Design iiitb_pwm_duty_ctrl, sky130hd; sources not shown.
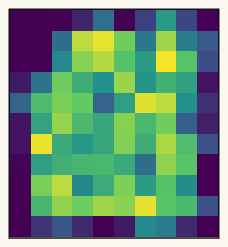
(local utilization)
Drawn at 4 px/um. The die is cut into 10 by 11 equal tiles; dark purple is low, yellow is high, 0 to 100% covered.
nearly empty tiles: 16%
emptiest ninth of the die: north-west
densest ninth of the die: center
fullest tile: 99%
mean over tiles: 48%
tiles over 75% full: 26%
FP Util: 57.0%
fraction of the core area covered by cells at the end of the flow: 59.2%

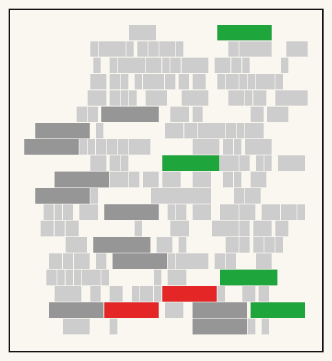
(register map, names as in the netlist)
Drawn at 6 px/um.
legend:
  target_out:
    color: green
    flops: 4
  state_q:
    color: red
    flops: 2
sequential share of cell area: 29.7%
power dissipated in sequential cells: 250 uW

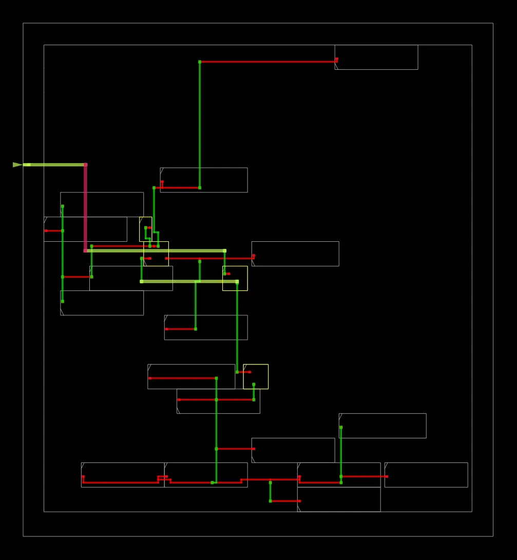
(clock wiring as the flow saved it)
clock buf count: 4
clock sink total: 17
total number of sequential cells: 17

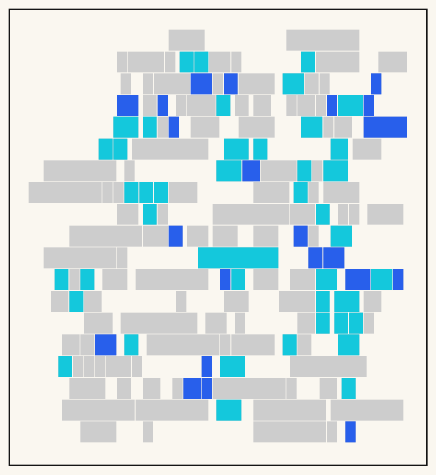
(gate-type map)
Drawn at 8 px/um.
legend:
  aoi and oai cells:
    color: cyan
    cells: 43
  nor cells:
    color: blue
    cells: 22
commonest non-fill, non-tap cell in the layout: sky130_fd_sc_hd__nand2_1
Post-Layout Cell Count: 197
share of the final layout cell area in multi-input gates: 61.5%

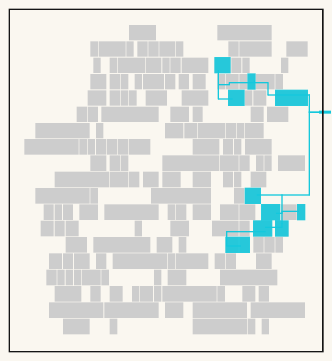
(I/O nets highlighted)
Drawn at 6 px/um.
legend:
  dec_pulse:
    color: cyan
    bits: 1
    direction: input
    end_cells: 11
    wire: 75.4 um
count of input and output buffers: 0
count of pins on the block boundary: 21

==> run notes <==
Implementation progress

The run finished with clean final reports. Setup repair after global routing left no endpoint under its margin. The number of violations reported at the end of detailed-routing iteration 0 stands at 48. Summing all multiplexer cells gives an area fraction of 5.02%. The logic area stands at 892 um2. Summed over all layers, the global routing overflow is 0.

Entering global routing, the biggest net connects 14 pins. Traced cell by cell, the critical path runs through inv_1 > ha_1 > inv_1 > a211oi_1 > o221ai_1 > a21oi_1 > o31a_1 > mux2_4 > a41oi_1. The report puts the hold buffer count at CTS at 1. The met1 capacity usage during global routing stands at 25.8%. Looking at the max-slew report, the worst-margin pin has a slew of 0.636 ns.

The leakage dissipation stands at 0.000605 uW. The global routing report lists met2 layer usage as 41.0%. The layer flagged by global routing as most heavily used is met2. By area, the class that comes first in the final layout consists of logic gates.

The combined buffer and inverter count along the critical path stands at 2. According to the floorplan log, the row count is 19. For this run, the register share of the synthesized area comes to 30.9%. The number of inserted diodes stands at 0. The routed metal-1 wire length stands at 1290 um. The number of logic gates stands at 130. The die span in y stands at 56.8 um. The type recorded for the worst min-delay path is in -> async.

The area fraction in and, or, nand and nor cells after synthesis stands at 22.9%. The final timing summary puts the cycle share of the worst path at 67.8%. The average footprint of a synthesized cell stands at 8.46 um2. TritonCTS built the clock tree. The number of antenna violations at the first check in global routing was 0. The worst reg-to-reg setup slack stands at 1.29 ns.

STA classifies the critical path startpoint as a register. Per the repair_timing log after CTS, setup buffers inserted total 0. The insertion delay to the later sink of the worst-skew pair stands at 0.29 ns. The XOR/XNOR share of the synthesized area stands at 3.14%. Power comes to 547 uW. For this run, the final setup violation count is recorded as 0.

The overall die width stands at 52.0 um. The netlist area before placement stands at 0.00140 mm2. The area of the core stands at 0.00245 mm2.

Counting endpoints that fail hold in the final report gives 0. Broken down by cell family, the worst path's largest delay share belongs to AND-OR/OR-AND gates. The highest metal layer carrying signal wires in the routed design is met4.

The total power density per cell area stands at 377 mW/mm2. The fmax stands at 368 MHz. Warnings reported by Yosys during synthesis add up to 6. The clock period could shrink to 2.71 ns.

The count of nets after finishing stands at 189. Non-clock buffers in the final layout number 1. The critical path in this run is classified as reg -> reg. The number of remaining DRC errors stands at 0. The number of max-slew violations in the final report stands at 0. The net count after synthesis stands at 187. The met3 layer usage reported by global route stands at 4.26%. Adding up every negative setup slack in the final design gives 0 ns. The number of optimization iterations in the first detailed-route pass stands at 4.

Across the whole layout, storage elements account for 430 um2. The final-layout clock-cell area share stands at 1.81%. In the final layout, excluding clock inverters the inverter count is 14. The chip occupies 0.00296 mm2.

The first global-routing pass estimated 5010 um of wire. Gates resized during post-CTS repair numbered 0. The average detailed-routed wire length per instance stands at 15.6 um. In this run, the synthesized area fraction spent on AND-OR/OR-AND gates is recorded as 21.6%. The number of clock buffers inserted by TritonCTS stands at 3.

After synthesis, the most frequently instantiated cells are 18 x sky130_fd_sc_hd__nand2_1, 13 x sky130_fd_sc_hd__dfrtp_1, 12 x sky130_fd_sc_hd__ha_1, 12 x sky130_fd_sc_hd__inv_1, 12 x sky130_fd_sc_hd__o21ai_0. Yosys stat counts 165 cells in the synthesized netlist. The number of cells after detailed placement stands at 192.
==> power breakdown <==
group / switching [uW] / internal, uW / leakage [uW]
sequential: 54.1 / 196 / 0.000209
combinational: 116 / 88.0 / 0.000380
clock: 54.8 / 38.7 / 0.0000150
total: 225 / 322 / 0.000605
==> stage by stage <==
stage	hold WS [ns]	area [um2]	util (%)	setup WS, ns
floorplan	0.254	1400	-	1.62
global placement	0.255	1410	57.7	1.49
detailed placement	0.255	1410	57.7	1.34
CTS	0.0775	1450	59.2	1.32
global route	0.0685	1450	59.2	1.12
finish	0.0872	1450	59.2	1.29
Power and IR drop assume default switching activity.
